`src/rtl/ac97_link_rx.sv`:
```
// AC-link codec-side frame receiver: slot 0 tag, slot 1/2 command, slot 3/4 PCM.
// Optional `AC97_LINK_RX_STATS_EN adds frame_cnt/err_cnt statistics ports.
module ac97_link_rx #(
    parameter int PCM_WIDTH   = 18,
    parameter bit STRICT_SYNC = 1'b1
) (
    input  logic                 bit_clk,
    input  logic                 reset,
    input  logic                 sync,
    input  logic                 sdata_out,
    output logic [15:0]          tag,
    output logic                 cmd_valid,
    output logic                 cmd_rw,
    output logic [6:0]           cmd_addr,
    output logic [15:0]          cmd_data,
    output logic                 pcm_valid,
    output logic [PCM_WIDTH-1:0] pcm_left,
    output logic [PCM_WIDTH-1:0] pcm_right,
    output logic                 frame_err,
`ifdef AC97_LINK_RX_STATS_EN
    output logic [15:0]          frame_cnt,
    output logic [15:0]          err_cnt,
`endif
    output logic                 locked
);

    typedef enum logic [1:0] {HUNT, TAG, SLOTS} state_t;

    state_t               state_q;
    logic                 sync_q;
    logic [7:0]           bit_cnt_q;
    logic [19:0]          sr_q;
    logic [15:0]          tag_q;
    logic [7:0]           s1_q;
    logic [PCM_WIDTH-1:0] s3_q;
    logic                 cmd_valid_q, cmd_rw_q, pcm_valid_q;
    logic [6:0]           cmd_addr_q;
    logic [15:0]          cmd_data_q;
    logic [PCM_WIDTH-1:0] pcm_left_q, pcm_right_q;
    logic                 frame_err_q, locked_q;
`ifdef AC97_LINK_RX_STATS_EN
    logic [15:0]          frame_cnt_q, err_cnt_q;
`endif

    logic        rise;
    logic [19:0] sr_d;
    logic [7:0]  cnt_d;
    logic        err_d, cmd_d, pcm_d, done_d;

    assign rise  = sync & ~sync_q;
    assign sr_d  = {sr_q[18:0], sdata_out};
    assign cnt_d = bit_cnt_q + 8'd1;

    // bit_cnt 0 while in SLOTS means the wrapped slot expecting the next frame's sync rise
    always_comb begin
        err_d = 1'b0;
        case (state_q)
            TAG:     err_d = STRICT_SYNC && !sync;
            SLOTS:   err_d = (bit_cnt_q == 8'd0) ? !rise
                           : (rise || (STRICT_SYNC && sync));
            default: err_d = 1'b0;
        endcase
    end

    assign cmd_d  = (state_q == SLOTS) && (bit_cnt_q == 8'd55) && !err_d
                    && tag_q[15] && tag_q[14] && tag_q[13];
    assign pcm_d  = (state_q == SLOTS) && (bit_cnt_q == 8'd95) && !err_d
                    && tag_q[15] && tag_q[12] && tag_q[11];
    assign done_d = (state_q == SLOTS) && (bit_cnt_q == 8'd255) && !err_d;

    always_ff @(posedge bit_clk or negedge reset) begin
        if (!reset) begin
            state_q     <= HUNT;
            sync_q      <= 1'b0;
            bit_cnt_q   <= '0;
            sr_q        <= '0;
            tag_q       <= '0;
            s1_q        <= '0;
            s3_q        <= '0;
            cmd_valid_q <= 1'b0;
            cmd_rw_q    <= 1'b0;
            cmd_addr_q  <= '0;
            cmd_data_q  <= '0;
            pcm_valid_q <= 1'b0;
            pcm_left_q  <= '0;
            pcm_right_q <= '0;
            frame_err_q <= 1'b0;
            locked_q    <= 1'b0;
`ifdef AC97_LINK_RX_STATS_EN
            frame_cnt_q <= '0;
            err_cnt_q   <= '0;
`endif
        end else begin
            sync_q      <= sync;
            frame_err_q <= err_d;
            cmd_valid_q <= cmd_d;
            pcm_valid_q <= pcm_d;
            case (state_q)
                HUNT: begin
                    if (rise) begin
                        sr_q      <= sr_d;
                        bit_cnt_q <= 8'd1;
                        state_q   <= TAG;
                    end
                end
                TAG: begin
                    if (err_d) begin
                        locked_q  <= 1'b0;
                        bit_cnt_q <= '0;
                        state_q   <= HUNT;
                    end else begin
                        sr_q      <= sr_d;
                        bit_cnt_q <= cnt_d;
                        if (bit_cnt_q == 8'd15) begin
                            tag_q    <= sr_d[15:0];
                            locked_q <= 1'b1;
                            state_q  <= SLOTS;
                        end
                    end
                end
                SLOTS: begin
                    if (rise) begin
                        sr_q      <= sr_d;
                        bit_cnt_q <= 8'd1;
                        state_q   <= TAG;
                        if (bit_cnt_q != 8'd0) locked_q <= 1'b0;
                    end else if (err_d) begin
                        locked_q  <= 1'b0;
                        bit_cnt_q <= '0;
                        state_q   <= HUNT;
                    end else begin
                        sr_q      <= sr_d;
                        bit_cnt_q <= cnt_d;
                        if (bit_cnt_q == 8'd35) s1_q <= sr_d[19:12];
                        if (bit_cnt_q == 8'd75) s3_q <= sr_d[19 -: PCM_WIDTH];
                    end
                end
                default: state_q <= HUNT;
            endcase
            if (cmd_d) begin
                cmd_rw_q   <= s1_q[7];
                cmd_addr_q <= s1_q[6:0];
                cmd_data_q <= sr_d[19:4];
            end
            if (pcm_d) begin
                pcm_left_q  <= s3_q;
                pcm_right_q <= sr_d[19 -: PCM_WIDTH];
            end
`ifdef AC97_LINK_RX_STATS_EN
            if (done_d && frame_cnt_q != 16'hFFFF) frame_cnt_q <= frame_cnt_q + 16'd1;
            if (err_d && err_cnt_q != 16'hFFFF) err_cnt_q <= err_cnt_q + 16'd1;
`endif
        end
    end

    assign tag       = tag_q;
    assign cmd_valid = cmd_valid_q;
    assign cmd_rw    = cmd_rw_q;
    assign cmd_addr  = cmd_addr_q;
    assign cmd_data  = cmd_data_q;
    assign pcm_valid = pcm_valid_q;
    assign pcm_left  = pcm_left_q;
    assign pcm_right = pcm_right_q;
    assign frame_err = frame_err_q;
    assign locked    = locked_q;
`ifdef AC97_LINK_RX_STATS_EN
    assign frame_cnt = frame_cnt_q;
    assign err_cnt   = err_cnt_q;
`else
    logic unused_done;
    assign unused_done = done_d;
`endif

endmodule
```
`config.mk`:
```
export PLATFORM = sky130hd
export DESIGN_NAME = ac97_link_rx
export DESIGN_NICKNAME = d
export VERILOG_FILES = /design/src/rtl/ac97_link_rx.sv
export SDC_FILE = /design/constraint.sdc
export NUM_CORES = 1
export LEC_CHECK = 0
export CAP_MARGIN = 10
export CORE_MARGIN = 10
export CORE_UTILIZATION = 40
export CTS_CLUSTER_SIZE = 25
export DETAILED_ROUTE_END_ITERATION = 10
export PLACE_DENSITY_LB_ADDON = 0.08
export SETUP_SLACK_MARGIN = 0.4
export SLEW_MARGIN = 20
export SYNTH_ARGS = -nofsm -noshare
export SYNTH_HDL_FRONTEND = slang
export SYNTH_SLANG_ARGS = --single-unit
```
`constraint.sdc`:
```
create_clock -name bit_clk -period 2.6 [get_ports bit_clk]
set_clock_uncertainty 0.2 [all_clocks]
set_input_delay 0.26 -clock bit_clk [delete_from_list [all_inputs] [get_ports bit_clk]]
set_output_delay 0.26 -clock bit_clk [all_outputs]
set_load 0.02 [all_outputs]
```
run_1/pdn.png
Scale bar: 50 µm. Pins as bars on the die edge.
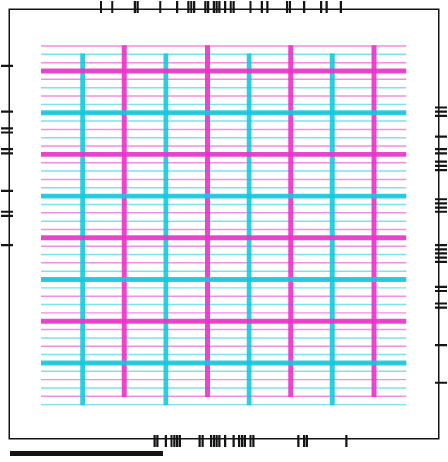
Key: magenta = VDD; cyan = VSS
84 signal pins sit on the boundary. 8 straps on met4. 44 met1 rails follow the rows. 8 straps on met5.
y dimension of the die: 140 µm
DIE WIDTH: 140 µm
peak ir drop on the vdd network: 0.661 mV
placeable core area: 13900 µm²

run_1/cell_classes.png
Scale bar: 50 µm.
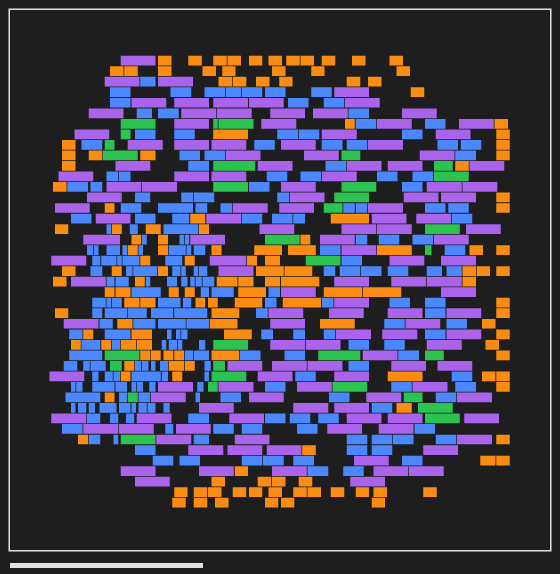
Key: green = clock drivers and dummy loads [cells 32]; orange = other buffers and delay cells [cells 153]; blue = all other logic [cells 232]; purple = flip-flops [cells 136]
Finished Core Util: 61.8%
Placement Rows: 43
proportion of cell area occupied by registers: 39.6%
total non-filler cell area in the finished layout: 8610 µm²

==> run notes, run 1 <==
Here are the numbers from the latest Yosys + OpenROAD run.

The flow ran to the end, but the final reports show violations. The checks that failed: negative setup slack. The slowest cell on the critical path is sky130_fd_sc_hd__or4b_4. Power spread over the standard cell area amounts to 697 nW/µm². The detailed-routed wire length on met2 came out at 7590 µm. The synthesis-to-finish area growth is 50.5%.

The routed layout reports a DRC error count of 0. The max-slew check reports its worst relative slack as roughly two thirds. The transition time at the pin with the least slew margin came out at around 0.52 ns. The first-pass GRT wire length is 23400 µm. The remaining number of nets flagged by the antenna check after routing is 0. The arrival time at the worst endpoint came out at 2.71 ns. The number of clock buffers inserted by TritonCTS came out at 17. The number of library cell types mapped by synthesis came out at 47.

The detailed-placement wirelength estimate is 9030 µm. In the final report, the number of endpoints failing setup comes to 20. The antenna diode instance count is 0. The share of post-route cells with drive strength above 1 came out at 43.6%. The area share of the largest cell type after synthesis came out at between 50% and 60%. The synthesized area per cell is ~15 µm². The number of max-slew violations in the final report is 0. The number of nets in the synthesized netlist came out at 394. The number of enable flip-flop cells is 0. The cell count after synthesis is approximately 380.

The detailed-router iteration count before antenna repair is 4. The cell type group with the largest total delay on the critical path is simple AND/OR/NAND/NOR gates. The share of the yosys chip area belonging to registers came out at 59.5%.

The flop and latch count out of synthesis is ~140. The synthesis stats list as the most numerous cell sky130_fd_sc_hd__dfrtp_1. The final power report lists total power as roughly 6000 µW. The critical path in the final layout is reported with a setup slack of -0.0173 ns. The level count of the clock H-tree came out at 4. For this run the aggregate overflow at the end of global routing stands at 0.

In the setup report, the worst path falls into the class register to register. The number of buffers and inverters on the critical path came out at 5. The report lists the cells along the critical path as inv_2 > ha_4 > or4b_4 > buf_6 > o21ai_4 > nand3_4 > inv_4 > nor3_4 > buf_6 > clkbuf_16 > mux2_4. The detailed router put a total of 6900 µm of wire on met1.

The number of nets in the final layout came out at 551. The maximum buffer depth of the clock tree came out at 2. The number of max-cap violations came out at 0.
run_1/clock_map.png
Scale bar: 50 µm.
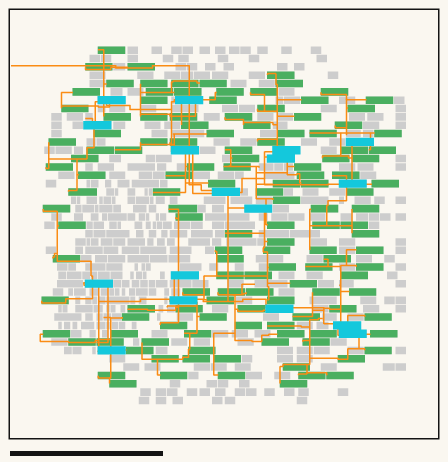
Key: orange = clock wires [length 1700 µm]; green = flip-flops [count 136]; cyan = cells driving clock nets [count 17]
There are 18 routed clock nets. Position of the flops: widely spread.
fraction of power consumed by the clock network: 40.7%
Late-Pin Clk Latency: 0.41 ns
clock group power: 2440 µW

run_1/metal_stack.png
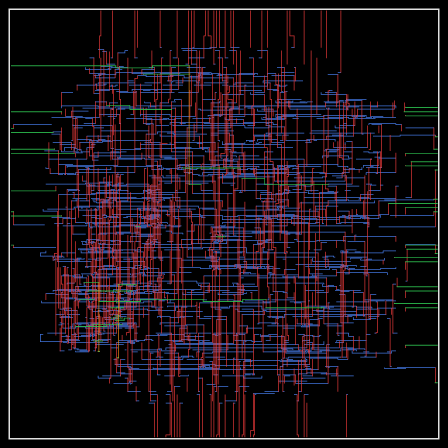
Key: red = met2 [wire length 7590 µm]; green = met3 [wire length 590 µm]; blue = met1 [wire length 6900 µm]; orange = met4 [wire length 85.0 µm]
routed length per placed instance: 20.7 µm
total via count after detailed routing: 3787
combined global-route utilization of all metal layers: 15.0%
Total Routed Length: 15200 µm

-- run 1: registers in the layout, indices dropped and copies added (netlist names) --
signal     flops
pcm_left      18
tag           16
sr_q          19
s1_q           8
state_q        2
cmd_addr       7
cmd_rw         1
sync_q         1
pcm_valid      1
cmd_data      16
pcm_right     18
s3_q          18
frame_err      1
cmd_valid      1
locked         1
bit_cnt_q      8
-- run 1: report_power, final --
part	leakage, µW	internal [µW]	switching [µW]
Combinational	0.00187	596	562
Sequential	0.00188	2220	175
Clock	0.000288	1540	901
Total	0.00404	4360	1640
-- run 1: repair_timing --
action,in CTS,in global routing
setup endpoints to repair,133,134
setup buffers,16,14
pin swaps,15,16
hold buffers,1,0
gates cloned,7,5
endpoints found under the hold margin,47,0
resized,48,37
-- run 1: worst paths after layout --
kind,startpoint,to,slack (ns),cells after the start
hold / removal,reset,s3_q[7],0.14,2
setup / recovery,bit_cnt_q[0],pcm_left[3],-0.02,11
hold reg to reg,s3_q[14],pcm_left[14],0.31,1
max in group asynchronous,reset,state_q[0],1.39,3
min in group bit_clk,sync,sync_q,0.18,1
setup reg to reg,bit_cnt_q[0],pcm_left[3],-0.02,11
-- run 1: logic make-up after synthesis --
logic type	share of synthesized area (%)
fa+ha+maj	1.53
buf+inv	2.38
flops	59.5
mux	22.6
compound gates	6.17
simple gates	7.83
-- run 1: cell usage in the layout, fill, tap and decap left out, drive strengths merged, types with 4 or more instances in the layout --
| cell type | instances |
|---|---|
| a21oi | 4 |
| a22o | 20 |
| a31oi | 6 |
| buf | 66 |
| clkbuf | 27 |
| clkdlybuf4s50 | 82 |
| clkinvlp | 4 |
| dfrtp | 136 |
| ha | 7 |
| inv | 9 |
| mux2 | 102 |
| nand2 | 13 |
| nand3 | 13 |
| nor2 | 9 |
| nor3 | 9 |
| o21ai | 5 |
-- run 1: stage by stage --
stage / instances / instance area, µm² / setup WS, ns / hold WS [ns]
after floorplan: 383 / 5920 / 0.164 / -0.236
after global placement: 658 / 7130 / 0.0159 / 0.0299
after detailed placement: 658 / 7130 / -0.00759 / 0.0272
after CTS: 714 / 8220 / 0.0473 / 0.152
after global routing: 733 / 8610 / -0.0627 / 0.174
final: 733 / 8610 / -0.0173 / 0.145
-- run 1: cell type report --
cell class	instances	area share [%]
tap	180	2.62
clock buffer	23	5.79
timing repair buffer	153	20.0
multi-input combinational	225	30.4
clock inverter	9	1.31
inverter	7	0.334
sequential	136	39.6
-- run 1: layer usage --
| metal | vias to the layer above | global-route usage, % |
|---|---|---|
| li1 | 1730 | - |
| met1 | 1972 | 19.6 |
| met2 | 78 | 23.3 |
| met3 | 7 | 4.46 |
| met4 | 0 | 4.67 |
| met5 | - | 0 |
-- run 1: worst register-to-register path, delay by kind of cell, from the launching register on --
kind	cells	cell delay, ns
AND/OR/NAND/NOR	3	0.68
buffers and inverters	5	0.60
flip-flops	1	0.43
multiplexers	1	0.29
AND-OR/OR-AND	1	0.18
adder cells (fa/ha/maj)	1	0.12
run_1/final_congestion.png
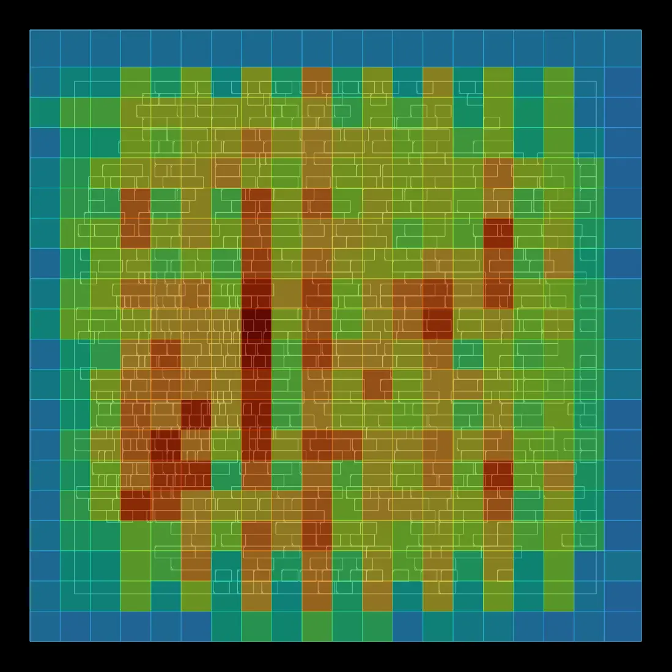

==> run 2: changes to the inputs <==
Settings changed: CORE_MARGIN 10 to 2, CTS_CLUSTER_SIZE 25 to unset.
run_2/final_congestion.png
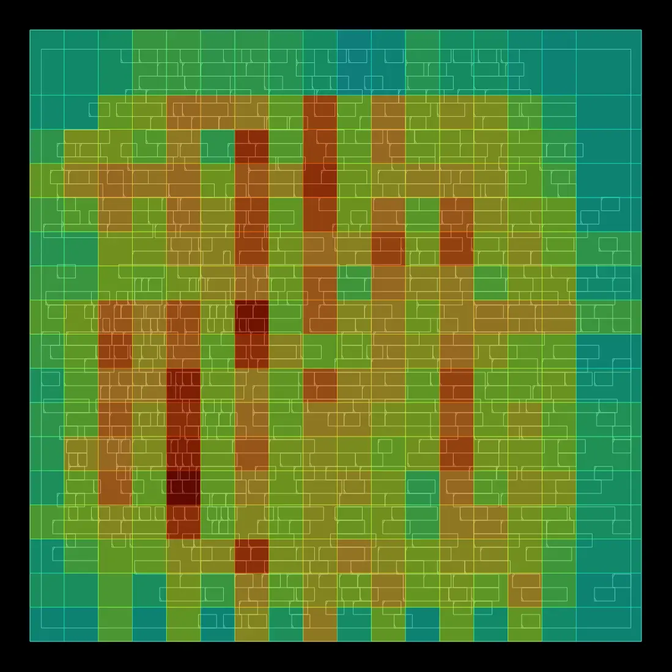
met3 Use GR: 4.21%
most congested layer reported by global routing: met2
Finished Core Util: 58.4%

run_2/pdn.png
Scale bar: 20 µm. Pins as bars on the die edge.
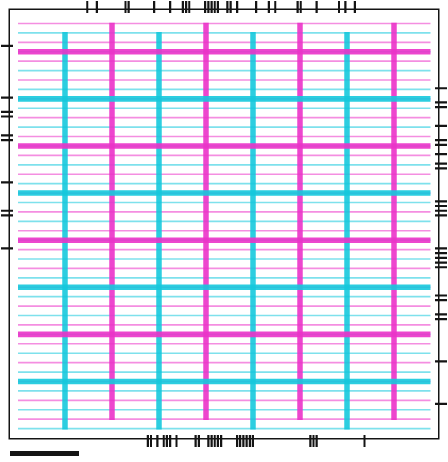
Key: magenta = VDD; cyan = VSS
8 straps on met5. 84 signal pins sit on the boundary. 8 straps on met4. The core has 43 rows.
peak ir drop on the vdd network: 0.450 mV
y dimension of the die: 124 µm
DIE WIDTH: 124 µm

run_2/metal_stack.png
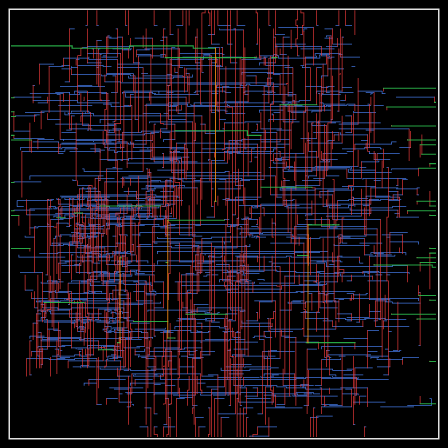
Key: blue = met1 [wire length 6540 µm]; orange = met4 [wire length 137 µm]; green = met3 [wire length 406 µm]; red = met2 [wire length 6700 µm]
routed length per placed instance: 19.3 µm
combined global-route utilization of all metal layers: 18.9%
total via count after detailed routing: 3662
Total Routed Length: 13800 µm

==> run 2 against run 1 <==
The flow now finishes without violations. Sequential power hardly changed. Combinational power decreased by 23%. Die area decreased by 22%. First-iteration DRC count shrank 46%. Via count down 3.3%. Sequential share of layout area increased by 2.3 points. Routed wire length fell by 9.1%. Synthesized area unchanged.
==> run notes, run 2 <==
Here are the numbers from the latest Yosys + OpenROAD run.

The run finished with clean final reports. The area share of the largest cell type after synthesis came to 59.5% (unchanged). The remaining routing DRC violations is 0 (unchanged).

The number of enable flip-flop cells is 0 (unchanged). The synthesis-to-finish area growth came out at 42.2%. The number of max-cap violations came to 0 (unchanged). The worst register-to-register path begins at bit_cnt_q[0]. The placeable core area is 13900 µm² (unchanged). The critical path in this run is classified as register to register. The worst hold path stage count came out at 1. The most used standard cell by instance count after synthesis is sky130_fd_sc_hd__dfrtp_1. The detailed-router iteration count before antenna repair came out at 4 (unchanged). The antenna diode instance count came out at 0 (unchanged). Tracing the worst setup path back leads to its startpoint at bit_cnt_q[0]. The setup slack after layout is 0.132 ns (+0.149 ns).

The number of library cell types mapped by synthesis came to 47 (unchanged). The destination of the worst hold path is sync_q. The number of clock buffers inserted by TritonCTS is 17 (unchanged). The number of nets in the final layout is 534 (-3.1%). The maximum buffer depth of the clock tree was 2 (unchanged). The depth of the worst register-to-register path is 8 (-3). The share of post-route cells with drive strength above 1 came to 40.9% (-2.6 points). STA lists the endpoint of the worst register-to-register path as s3_q[0]. The overall power after layout is 5710 µW (-4.8%). The worst setup slack after placement came to -0.0478 ns (-0.0402 ns). The cell row count is 43 (unchanged). The level count of the clock H-tree was 4 (unchanged). The number of flip-flops under the largest register name came out at 19 (unchanged). The cell count after synthesis came out at 383 (unchanged). The detailed-placement wirelength estimate came out at 8610 µm (-4.7%).
run 2: cell counts after synthesis:
No cell type changed its count.
run 2: critical path, stage by stage (launching register included):
cell and delay, ns:
sky130_fd_sc_hd__dfrtp_1 0.42, sky130_fd_sc_hd__inv_1 0.07, sky130_fd_sc_hd__ha_2 0.17, sky130_fd_sc_hd__or4b_4 0.51, sky130_fd_sc_hd__o21ai_4 0.18, sky130_fd_sc_hd__nand3_4 0.13
sky130_fd_sc_hd__nand4b_4 0.19, sky130_fd_sc_hd__clkbuf_16 0.19, sky130_fd_sc_hd__mux2_4 0.30
run 2: layout make-up:
cell class	count	area, µm²
clock inverters	12	151
repair buffers	137	1430
multi-input cells	224	2440
flip-flops and latches	136	3400
fillers	1110	5800
well taps	180	225
inverters	7	28.8
clock buffers	19	453
run 2: per-layer routing:
layer | wire length [µm] | GRT usage (%) | vias to the layer above
met4 | 136 | 7.46 | 0
met3 | 405 | 4.21 | 11
met1 | 6540 | 26.6 | 1897
met2 | 6700 | 28.5 | 68
met5 | 0 | 0 | -
li1 | - | - | 1686
run 2: timing repair:
item / CTS / global route
hold buffers: 1 / 0
gates cloned: 2 / 4
pin swaps: 7 / 6
resized: 25 / 10
setup buffers: 7 / 6
endpoints found under the hold margin: 67 / 0
setup endpoints to repair: 132 / 133
run 2: cell families (layout without fill, tap and decap cells):
family | count (synthesis) | after routing | share of synthesized area (%)
fa+ha+maj | 7 | 7 | 1.53
mux | 105 | 105 | 22.6
buf+inv | 23 | 175 | 2.38
flops | 136 | 136 | 59.5
simple gates | 67 | 67 | 7.83
compound gates | 45 | 45 | 6.17
run 2: worst max path at each step:
stage          cells after the start  slack (ns)      endpoint
2_1_floorplan                     10        0.16   pcm_left[0]
3_3_place_gp                       8        0.06  cmd_data[12]
3_5_place_dp                       7       -0.05  bit_cnt_q[7]
4_1_cts                            8        0.13       s3_q[2]
5_1_grt                            8        0.04       s3_q[5]
6_report                           8        0.13       s3_q[0]
run 2: metrics by stage:
stage               util (%)  area (µm²)  hold WS (ns)  instances
finish                  58.4        8130         0.161        715
global route            58.4        8130         0.169        715
CTS                     57.2        7970         0.127        705
detailed placement      51.4        7170         0.133        664
global placement        51.4        7170         0.123        664
floorplan                  -        5920        -0.236        383
run 2: where the power goes:
group          switching [µW]  total, µW  internal, µW
clock network             879       2430          1550
registers                 168       2390          2220
logic                     486        896           411
Power and IR drop assume default switching activity.
